Design beta_pipe_ctl_flat, sky130hd; sources not shown.
M1 wires:
Cells faint in the background.
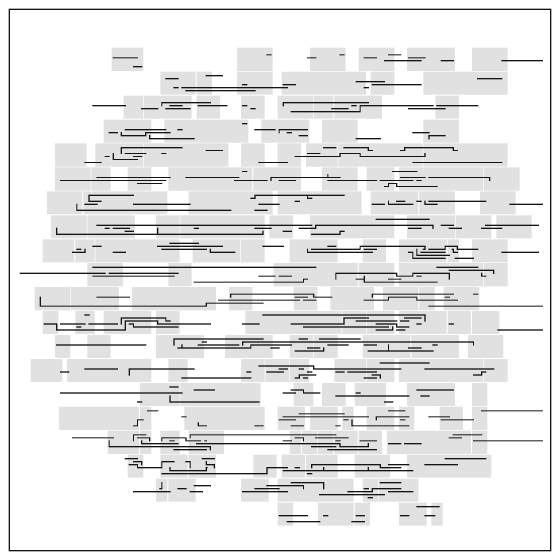
The wires run mostly horizontal. The layer holds 45% of the routed length. The longest straight run is 26.2 um. The layer carries 1,300 um of wire. 156 nets have wire on it.
total wire length after detailed routing: 2870 um
met1 track demand over resource in global routing: 21.9%
total via count in the routed design: 947

Routing congestion:
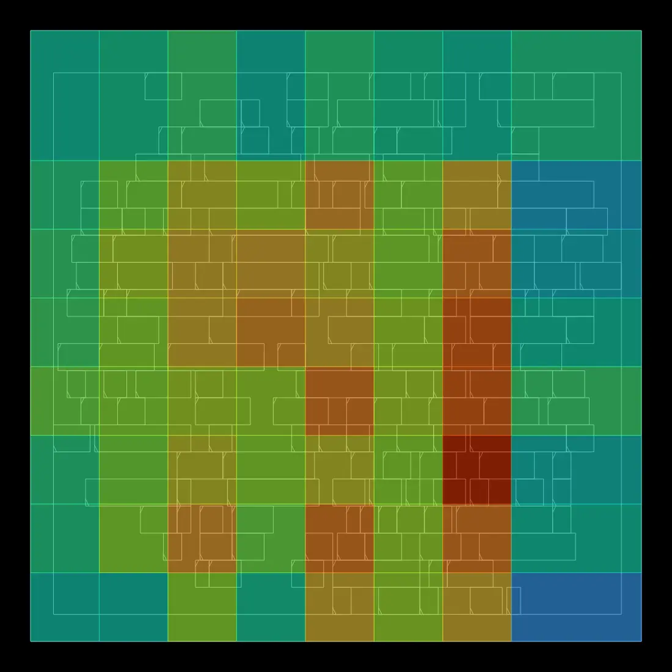
share of the core filled with cells in the final layout: 63.7%
global route hottest layer: met2
overall routing resource usage: 17.2%
met3 routing resource usage after global routing: 2.73%

Cell area per tile:
Bar = 20 um. 6 x 6 tiles, from dark blue (low) to red (high), 0 to 100% covered.
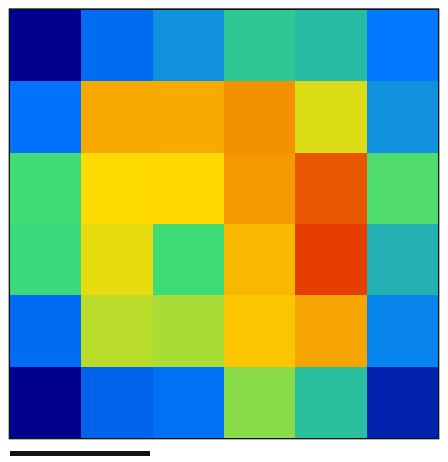
The emptiest ninth of the die: bottom left. 5.6% of the tiles are nearly empty. 31% of the tiles are over 75% full. The fullest tile reaches 93%. The mean over all tiles is 51%.
core region area: 3100 um^2
FP Util: 39.2%

Sizing map:
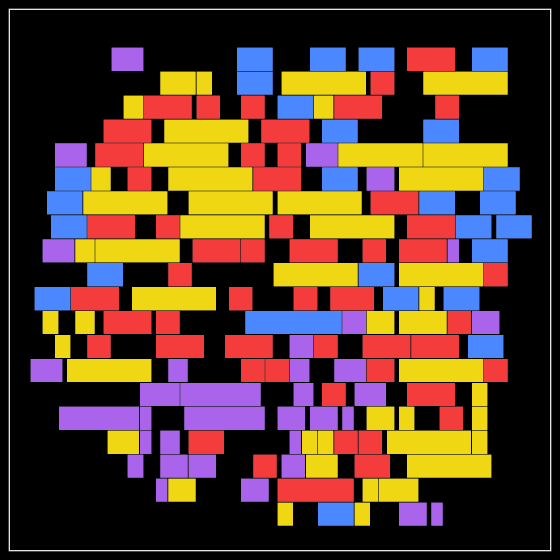
Key: x3 and x4 = red [cells 52, share 33%]; x6 and larger = blue [cells 26, share 16%]; x2 = yellow [cells 47, share 30%]; x1 and smaller = purple [cells 34, share 21%]
number of ordinary and repair buffers in the finished layout: 74
cell area after layout: 1980 um^2

==> impl_results.rst <==
Physical design figures
=======================

.. list-table::
   :header-rows: 1

   * - Metric
     - Value
   * - Cell type with the largest total area
     - sky130_fd_sc_hd__dfstp_2
   * - Final worst-path cycle share
     - 123%
   * - Max Root-Sink Buffers
     - 2
   * - Startpoint type of the worst setup path
     - register
   * - Total of fill cells in the finished design
     - 276
   * - Cell area after technology mapping
     - 1220 um^2
   * - Data arrival time of the critical path
     - about 1.3 ns
   * - Max Fanout on Critical Path
     - 2
   * - Remaining antenna violation count
     - 0
   * - PnR worst setup slack
     - -0.319 ns
   * - Number of max-capacitance violations reported
     - 0
   * - Clk root buf
     - sky130_fd_sc_hd__clkbuf_4
   * - Unrepaired setup endpoints after global routing
     - yes
   * - Number of pins with negative max-slew slack in the final report
     - 0
   * - Count of tool warnings
     - 27
   * - Switching power summed over all nets
     - 0.000535 W
   * - Largest type area fraction
     - 45.3%
   * - Setup TNS after final layout
     - -1.38 ns
   * - Detail Placement HPWL
     - 2110 um
   * - Share of cells above drive strength 1
     - around four fifths
   * - Violations in the final reports
     - negative setup slack
   * - Skew-Pair Late Insertion Delay
     - 0.31 ns
   * - Count of mapped cells out of synthesis
     - between 80 and 90
   * - Top Ports
     - 44
   * - Power, Total
     - 0.00215 W
   * - CTS tree
     - yes
   * - Cell area after placement
     - 1870 um^2
   * - Worst min-delay path category
     - in -> async
   * - Yosys reg bits
     - 24
   * - Top post-synthesis cells by count
     - 21 x sky130_fd_sc_hd__dfstp_2, 20 x sky130_fd_sc_hd__mux2_4, 5 x sky130_fd_sc_hd__or2_2
   * - Outcome
     - complete, but fails checks
   * - Wire length on met3
     - about 97 um
   * - Number of standard-cell rows in the floorplan
     - 20
   * - Final Setup Violations
     - 18
   * - Worst slew slack as a fraction of its limit
     - 80.2%
   * - Power density over the cells
     - 1080 nW/um^2
   * - Largest net degree at the start of global routing
     - 25
   * - Most used DFF post-synth
     - sky130_fd_sc_hd__dfstp_2
   * - Routed wire per std cell
     - 14.2 um
   * - Number of standard cells reported by yosys
     - between 80 and 90
   * - Storage cell area
     - approximately 630 um^2
   * - Fraction of power consumed by the clock network
     - 23.4%
   * - Initial DRC Count
     - 10
   * - Avg Synthesized Cell Area
     - around 14 um^2
   * - Seq group
     - 0.000934 W
   * - Placed Instances
     - 196
   * - Number of I/O port buffers
     - 43
final cells by class:
cell class	instances	area share, %
repair buffers	74	32.4
flip-flops and latches	24	31.7
multi-input cells	53	29.7
well taps	44	2.78
clock inverters	1	1.52
clock buffers	3	1.14
inverters	4	0.759
cell families after synthesis:
logic type	Yosys count	share of synthesized area [%]
multiplexers	21	25.6
AND/OR/NAND/NOR	20	11.3
AND-OR/OR-AND	10	5.76
flip-flops	24	51.5
adder cells (fa/ha/maj)	1	1.03
buffers and inverters	8	4.11
XOR/XNOR	1	0.720
what timing repair did:
action | CTS | global route
pin swaps | 6 | 1
hold buffers | 0 | 0
resized | 144 | 17
buffers inserted | 3 | 0
endpoints found under the setup margin | 37 | 34
Power is estimated from default activity; no workload was simulated.
